==> config.mk <==
export PLATFORM = sky130hd
export DESIGN_NAME = fetch_sequencer
export DESIGN_NICKNAME = d
export VERILOG_FILES = /design/src/rtl/fetch_pkg.sv /design/src/rtl/fetch_flush_timer.sv /design/src/rtl/fetch_sequencer.sv
export SDC_FILE = /design/constraint.sdc
export NUM_CORES = 1
export LEC_CHECK = 0
export CORE_MARGIN = 2
export CORE_UTILIZATION = 61
export CTS_BUF_LIST = sky130_fd_sc_hd__clkbuf_16
export DETAILED_ROUTE_END_ITERATION = 12
export DONT_BUFFER_PORTS = 1
export GPL_ROUTABILITY_DRIVEN = 0
export PLACE_DENSITY = 0.83
export SYNTH_ARGS = -nofsm -noshare
export SYNTH_HDL_FRONTEND = slang
export SYNTH_HIERARCHICAL = 1
export SYNTH_SLANG_ARGS = --single-unit
==> constraint.sdc <==
create_clock -name clk -period 2.55 [get_ports clk]
set_input_delay 0.3825 -clock clk [delete_from_list [all_inputs] [get_ports clk]]
set_output_delay 0.3825 -clock clk [all_outputs]
set_load 0.02 [all_outputs]
==> src/rtl/fetch_pkg.sv <==
// Shared types and defaults for the instruction-fetch sequencer and its flush timer.
package fetch_pkg;

  typedef enum logic [1:0] {
    FETCH_IDLE   = 2'd0,
    FETCH_RUN    = 2'd1,
    FETCH_FLUSH  = 2'd2,
    FETCH_HALTED = 2'd3
  } fetch_state_t;

  localparam int unsigned DEF_ADDR_W       = 7;
  localparam int unsigned DEF_FLUSH_CYCLES = 2;
  localparam int unsigned FLUSH_CNT_W      = 3;
  localparam int unsigned PERF_W           = 16;

  function automatic logic [PERF_W-1:0] sat_inc(input logic [PERF_W-1:0] v);
    return (v == '1) ? v : v + PERF_W'(1);
  endfunction

endpackage

==> src/rtl/fetch_flush_timer.sv <==
// Loadable down-counter with a nonzero flag; times flush windows and mispredict recovery.
module fetch_flush_timer
  import fetch_pkg::*;
#(
  parameter int unsigned W = FLUSH_CNT_W
) (
  input  logic         clk,
  input  logic         reset_n,
  input  logic         load,
  input  logic [W-1:0] load_val,
  output logic         busy_o
);

  logic [W-1:0] count;

  always_ff @(posedge clk or negedge reset_n) begin
    if (!reset_n) begin
      count <= '0;
    end else if (load) begin
      count <= load_val;
    end else if (count != '0) begin
      count <= count - W'(1);
    end
  end

  assign busy_o = (count != '0);

endmodule

==> src/rtl/fetch_sequencer.sv <==
// Instruction-fetch controller: sequential addressing, branch redirect with timed flush, halt.
// Optional FETCH_SEQ_PERF_EN adds saturating fetch/redirect counters.
module fetch_sequencer
  import fetch_pkg::*;
#(
  parameter int unsigned          ADDR_W       = DEF_ADDR_W,
  parameter int unsigned          FLUSH_CYCLES = DEF_FLUSH_CYCLES,
  parameter logic [ADDR_W-1:0]    START_ADDR   = '0
) (
  input  logic              clk,
  input  logic              reset_n,
  input  logic              start,
  input  logic              stall,
  input  logic              halt,
  input  logic              branch_taken,
  input  logic [ADDR_W-1:0] branch_target,
  output logic [ADDR_W-1:0] fetch_addr,
  output logic              fetch_valid,
  output logic              flush,
  output logic              busy,
  output logic              done
`ifdef FETCH_SEQ_PERF_EN
  ,
  output logic [PERF_W-1:0] fetch_count,
  output logic [PERF_W-1:0] redirect_count
`endif
);

  fetch_state_t      state_q, state_d;
  logic [ADDR_W-1:0] addr_d;
  logic              valid_d, flush_d, busy_d, done_d;
  logic              timer_load, timer_busy, start_run;

  // Timer holds FLUSH_CYCLES-1 after the redirect edge; exit occurs on the edge it reads zero.
  fetch_flush_timer #(.W(FLUSH_CNT_W)) u_flush_timer (
    .clk      (clk),
    .reset_n  (reset_n),
    .load     (timer_load),
    .load_val (FLUSH_CNT_W'(FLUSH_CYCLES - 1)),
    .busy_o   (timer_busy)
  );

  always_comb begin
    state_d    = state_q;
    addr_d     = fetch_addr;
    valid_d    = fetch_valid;
    flush_d    = flush;
    done_d     = done;
    timer_load = 1'b0;
    start_run  = 1'b0;
    unique case (state_q)
      FETCH_IDLE: begin
        valid_d   = 1'b0;
        start_run = start;
      end
      FETCH_HALTED: begin
        valid_d   = 1'b0;
        start_run = start;
      end
      FETCH_RUN: begin
        if (branch_taken) begin
          addr_d     = branch_target;
          valid_d    = 1'b0;
          flush_d    = 1'b1;
          timer_load = 1'b1;
          state_d    = FETCH_FLUSH;
        end else if (halt) begin
          valid_d = 1'b0;
          done_d  = 1'b1;
          state_d = FETCH_HALTED;
        end else if (!stall) begin
          addr_d  = fetch_addr + ADDR_W'(1);
          valid_d = 1'b1;
        end
      end
      FETCH_FLUSH: begin
        valid_d = 1'b0;
        flush_d = 1'b1;
        if (!timer_busy) begin
          flush_d = 1'b0;
          valid_d = 1'b1;
          state_d = FETCH_RUN;
        end
      end
    endcase
    if (start_run) begin
      state_d = FETCH_RUN;
      addr_d  = START_ADDR;
      valid_d = 1'b1;
      done_d  = 1'b0;
    end
    busy_d = (state_d == FETCH_RUN) || (state_d == FETCH_FLUSH);
  end

  always_ff @(posedge clk or negedge reset_n) begin
    if (!reset_n) begin
      state_q     <= FETCH_IDLE;
      fetch_addr  <= '0;
      fetch_valid <= 1'b0;
      flush       <= 1'b0;
      busy        <= 1'b0;
      done        <= 1'b0;
    end else begin
      state_q     <= state_d;
      fetch_addr  <= addr_d;
      fetch_valid <= valid_d;
      flush       <= flush_d;
      busy        <= busy_d;
      done        <= done_d;
    end
  end

`ifdef FETCH_SEQ_PERF_EN
  always_ff @(posedge clk or negedge reset_n) begin
    if (!reset_n) begin
      fetch_count    <= '0;
      redirect_count <= '0;
    end else if (start_run) begin
      fetch_count    <= '0;
      redirect_count <= '0;
    end else begin
      if (fetch_valid) fetch_count    <= sat_inc(fetch_count);
      if (timer_load)  redirect_count <= sat_inc(redirect_count);
    end
  end
`endif

endmodule

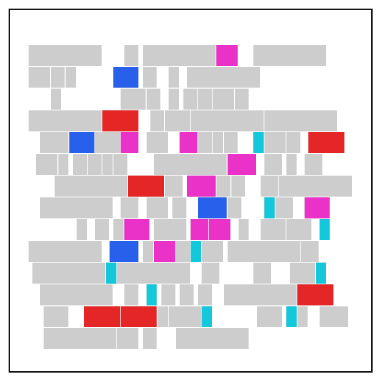
*Gate-type map, run 1*
Drawn at 8 px/um.
Key: adder and majority cells = red [cells 6]; inverters = cyan [cells 9]; AND and OR gates = magenta [cells 10, where centre]; AND-OR and OR-AND gates = blue [cells 4]

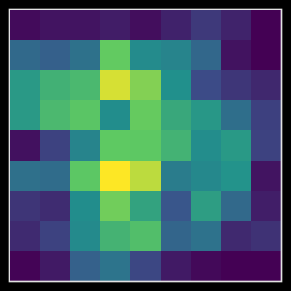
*Wiring heat map, run 1*
Drawn at 6 px/um. 9 x 9 tiles, from dark purple (low) to yellow (high), scaled to the fullest tile. Values are wire area over tile area, all layers added.
The fullest tile reaches 0.48. 6.2% of the tiles are nearly empty. 31% of the tiles are over half the peak. The emptiest ninth of the die: upper right. The densest ninth of the die: centre.

==> results.cfg, run 1 <==
; yosys + openroad results
[outcome]
status = finished, final reports clean

[cts]
h-tree-depth = 1
root_buffer = clkbuf_16
cts_buffers = 3

[setup_path]
crit_path_cell_trace = inv_1 -> ha_1 -> and2_4 -> a21oi_1 -> buf_4 -> a21oi_1 -> a211o_1
crit_family = AND-OR/OR-AND gates
critPathSlowestCell = a21oi_1
crit_required_ps = 2680
cp-endpoint = fetch_addr[3]
r2r_slack_ps = 410

[finish]
flops = 16
buf_share_pct = 1.55
n_all_buffers = 2
area_growth_pct = 9.21
layout_top_cell = dfrtp_1

[timing]
max_slew.worst_pin.slew_ps = 717
fin_tns_setup_ps = 0
hold_viol = 0
holdWs_ps = 294

[routing]
wl_per_cell_um = 16.7
first_iter_violations = 31
route.met3.wl_um = 162

[synthesis]
ys_sh_xor_pct = 0.848
simple_gate_area_share_pct = 24.2
ys_cells = 113
netlist_logic_family_top = simple AND/OR/NAND/NOR gates
edf_count = 0
top_cell = dfrtp_1
ys_types = 37
aoi_share_pct = 19.3
postSynthAreaPerCell_um2 = 9.13
netlist_top_cells_area = dfrtp_1 39%, ha_1 7.3%, nand3_1 4.8%

[min_path]
hold_path_class = in2reg
holdPathStages = 2
whs_endpoint = fetch_addr[6]

[power]
vdd_drop_max_v = 0.000894
comb_power_share_pct = 40.4
p_leak_nw = 0.507

[global_routing]
globalRouteTotalUtil_pct = 25.4
grt_max_degree = 21
antenna_found_initial = 0

[flow_run]
warning_count = 29

[die]
fp.dieH_um = 45.1
design.core.area_um2 = 1540
nWellTaps = 16
io_pins = 24

[placed_design]
dp_cells = 127
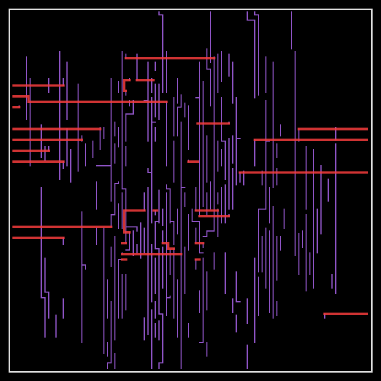
*Wiring by layer, run 1*
Drawn at 8 px/um. Two of the layers only.
Key: met2 = purple [wire length 1030 um]; met3 = red [wire length 163 um]

[run 1: cell families (layout without fill, tap and decap cells)]
logic type / count (synthesis) / count (layout)
simple gates: 42 / 42
compound gates: 30 / 30
flops: 16 / 16
buf+inv: 13 / 15
fa+ha+maj: 6 / 6
mux: 3 / 3
other cells: 2 / 3
xor+xnor: 1 / 1
[run 1: power groups by stage]
stage	combinational, mW	clock (mW)	sequential, mW
CTS	0.601	0.305	0.583
global placement	0.552	0	0.578
detailed placement	0.580	0	0.585
global route	0.682	0.314	0.603
floorplan	0.489	0	0.552
finish	0.603	0.303	0.586
[run 1: state kept, by name (all words and copies together) (netlist names)]
register and cells:
flush 1, fetch_addr 7, u_flush_timer/count 3, fetch_valid 1, busy 1, done 1, state_q 2
### Placement view, run 1

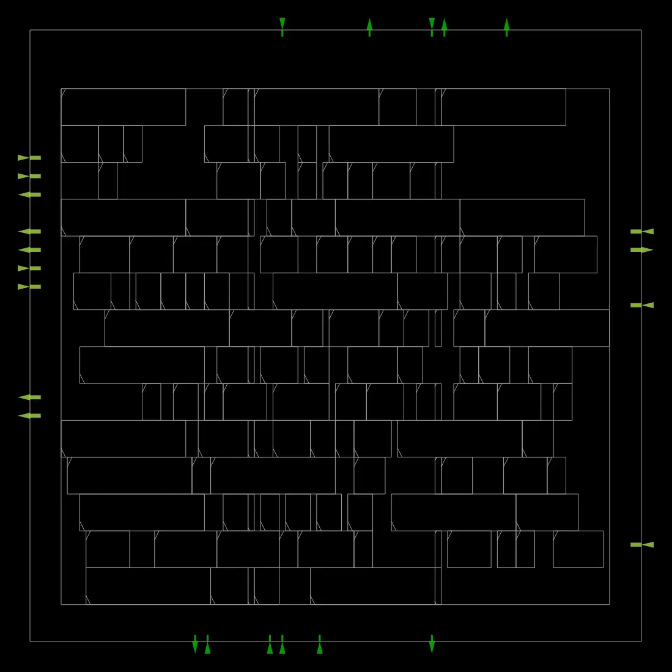

--- run 2 (diff from run 1) ---
==> constraint.sdc (replaced) <==
create_clock -name clk -period 2.1 [get_ports clk]
set_input_delay 0.315 -clock clk [delete_from_list [all_inputs] [get_ports clk]]
set_output_delay 0.315 -clock clk [all_outputs]
set_load 0.02 [all_outputs]
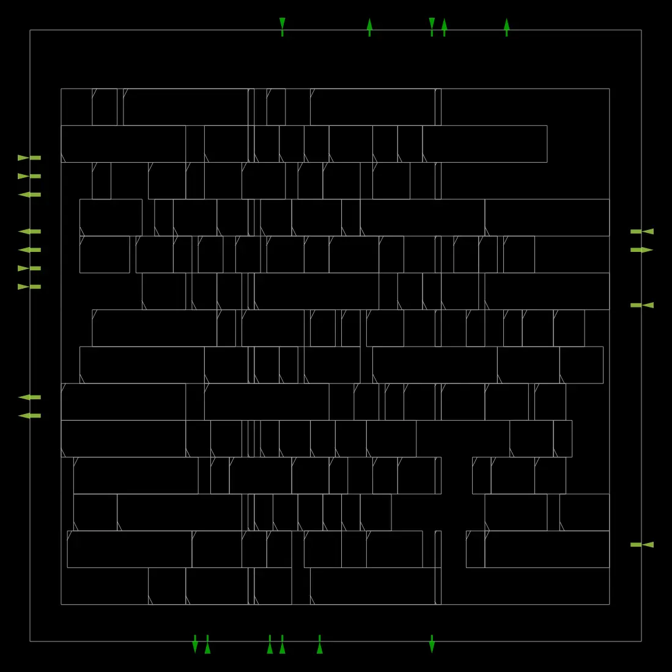
*Placement view, run 2*
core box area: 1540 um2
fin util: 73.6%
sequential cell count: 16
filler instances: 115

==> results.cfg, run 2 <==
; yosys + openroad results
[outcome]
status = finished, final reports clean

[synthesis]
synthMuxAreaShare_pct = 3.15
postSynthAreaPerCell_um2 = 9.13
ys_types = 37
netlist_top_cells_area = dfrtp_1 39%, ha_1 7.3%, nand3_1 4.8%
simple_gate_area_share_pct = 24.2
ys_sh_xor_pct = 0.848
edf_count = 0
netlist_logic_family_top = simple AND/OR/NAND/NOR gates
aoi_share_pct = 19.3
top_cell = dfrtp_1

[timing]
holdWs_ps = 232
max_slew.worst_pin.slew_ps = 701
fin_tns_setup_ps = 0
hold_viol = 0
fin_skew_ps = 2.29

[die]
io_pins = 24
nWellTaps = 16

[routing]
wirelength_um = 2090
wl_per_cell_um = 15.7
first_iter_violations = 27

[flow_run]
warning_count = 29

[power]
p_leak_nw = 0.512
comb_power_share_pct = 40.6
vdd_drop_max_v = 0.00105

[setup_path]
r2r_slack_ps = 280
path_max_fanout = 13
cp-endpoint = fetch_addr[4]
crit_required_ps = 2230

[cts]
cts_max_path_buffers = 2
cts_sinks = 16
h-tree-depth = 1
cts_buffers = 3
root_buffer = clkbuf_16
worstSkewPairLatency_ps = 240

[finish]
largest_register_ffs = 7
max_flop_register = fetch_addr
n_all_buffers = 3
nMultiInputCombCells = 85
reg_top3 = fetch_addr: 7 flops, u_flush_timer/count: 3 flops, state_q: 2 flops

[global_routing]
antenna_found_initial = 0
grt_max_degree = 21
globalRouteTotalUtil_pct = 23.6
grt_use_met2_pct = 40.0

[placed_design]
dp_cells = 128

[min_path]
hold_path_class = in2reg
whs_endpoint = fetch_addr[6]
holdPathStages = 2
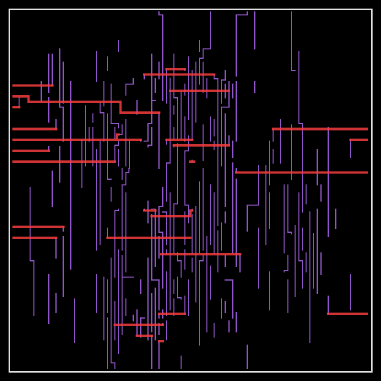
*Wiring by layer, run 2*
Drawn at 8 px/um. Two of the layers only.
Key: met2 = purple [wire length 1020 um]; met3 = red [wire length 179 um]

run 2: critical path: stages (launching register included):
cell,delay (ps)
dfrtp_1,370
inv_1,90
ha_1,330
and2_4,210
a21oi_1,170
buf_4,210
a21oi_1,50
a211o_2,270
run 2: power by group through the flow:
stage          Combinational (mW)  Clock (mW)  Sequential, mW
2_1_floorplan               0.594           0           0.670
3_3_place_gp                0.689           0           0.703
3_5_place_dp                0.711           0           0.710
4_1_cts                     0.735       0.371           0.704
5_1_grt                     0.824       0.385           0.727
6_report                    0.734       0.369           0.706
run 2: kinds of logic after synthesis:
| family | Yosys count |
|---|---|
| DFF | 16 |
| AOI/OAI and AO/OA | 30 |
| and+or+nand+nor | 42 |
| adders and majority gates | 6 |
| other | 2 |
| xor gates and xnor gates | 1 |
| buffers and inverters | 13 |
| muxes | 3 |
--- run 3 (diff from run 2) ---
--- a/config.mk
+++ b/config.mk
@@ -10,7 +10,6 @@
 export CTS_BUF_LIST = sky130_fd_sc_hd__clkbuf_16
 export DETAILED_ROUTE_END_ITERATION = 12
 export DONT_BUFFER_PORTS = 1
-export GPL_ROUTABILITY_DRIVEN = 0
 export PLACE_DENSITY = 0.83
 export SYNTH_ARGS = -nofsm -noshare
 export SYNTH_HDL_FRONTEND = slang
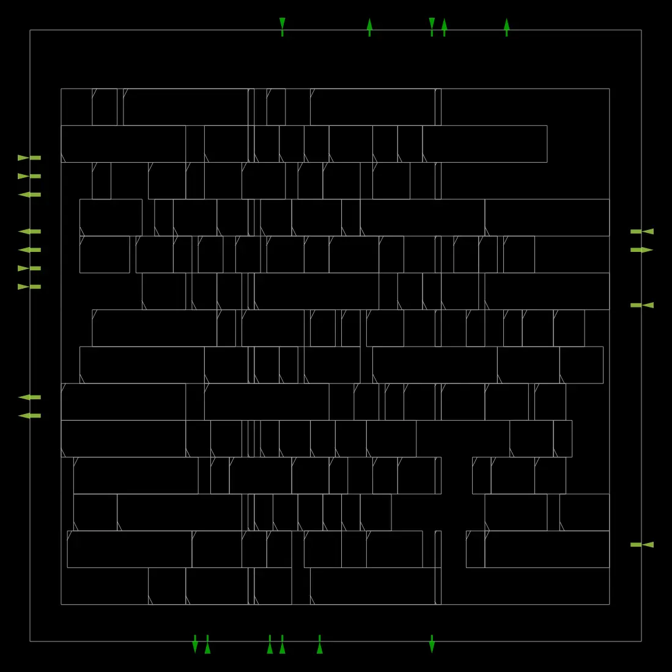
*Placement view, run 3*
register share of the cell area: 35.3%
Post-Layout Cell Count: 133
Placement Rows: 14

==> results.cfg, run 3 <==
; yosys + openroad results
[power]
maxPowerGroup = combinational cells
powerComb_mw = 0.734
comb_power_share_pct = 40.6
p_clk_mw = 0.369
vdd_drop_max_v = 0.00105

[synthesis]
postSynthAreaPerCell_um2 = 9.13
ys_cells = 113
top_cell = dfrtp_1
ys_sh_xor_pct = 0.848
netlist_top_cells_area = dfrtp_1 39%, ha_1 7.3%, nand3_1 4.8%
aoi_share_pct = 19.3

[min_path]
holdPathStages = 2

[cts]
cts_buffers = 3
cts_max_path_buffers = 2
worstSkewPairLatency_ps = 240
h-tree-depth = 1

[setup_path]
crit_required_ps = 2230
r2r_slack_ps = 280
path_max_fanout = 13

[routing]
wl_per_cell_um = 15.7
wirelength_um = 2090

[finish]
area_growth_pct = 9.94
max_flop_register = fetch_addr
largest_register_ffs = 7

[outcome]
status = finished, final reports clean
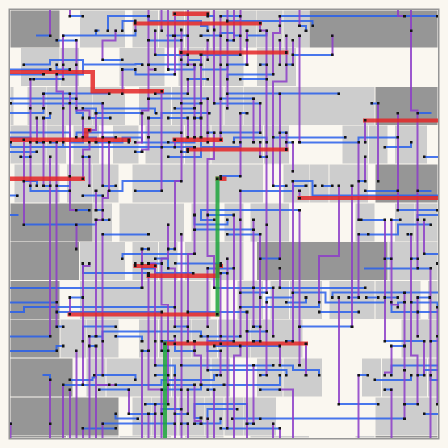
*Zoomed window, run 3*
Region (8, 8) to (38, 38) um. Cells in grey, sequential cells in the stronger grey; small squares are vias.
Key: met4 = green; met2 = purple; met3 = red; met1 = blue
85 logic cells have their middle in the window. Most frequent: nand3_1 (10), inv_1 (8), a21oi_1 (8). Netlist names of flops here include fetch_addr (3). Sequential cells in the window: 5.

run 3: cell type report:
type,instances,area [um2],area share [%]
Multi-Input combinational cell,85,577,50.8
Sequential cell,16,400,35.3
Clock buffer,3,75.1,6.62
Inverter,9,33.8,2.98
Timing Repair Buffer,3,25.0,2.21
Tap cell,16,20.0,1.76
Clock inverter,1,3.75,0.331
run 3: critical path, cell delays in order (launching register included):
cell	delay (ps)
dfrtp_1	370
inv_1	90
ha_1	330
and2_4	210
a21oi_1	170
buf_4	210
a21oi_1	50
a211o_2	270
run 3: layer usage:
metal	global-route usage [%]	wire length, um	vias to the layer above
met3	7.20	178	4
met4	7.06	20	0
met1	28.9	874	411
li1	-	-	425
met2	40.0	1020	41
met5	0	0	-
Power is estimated from default activity; no workload was simulated.
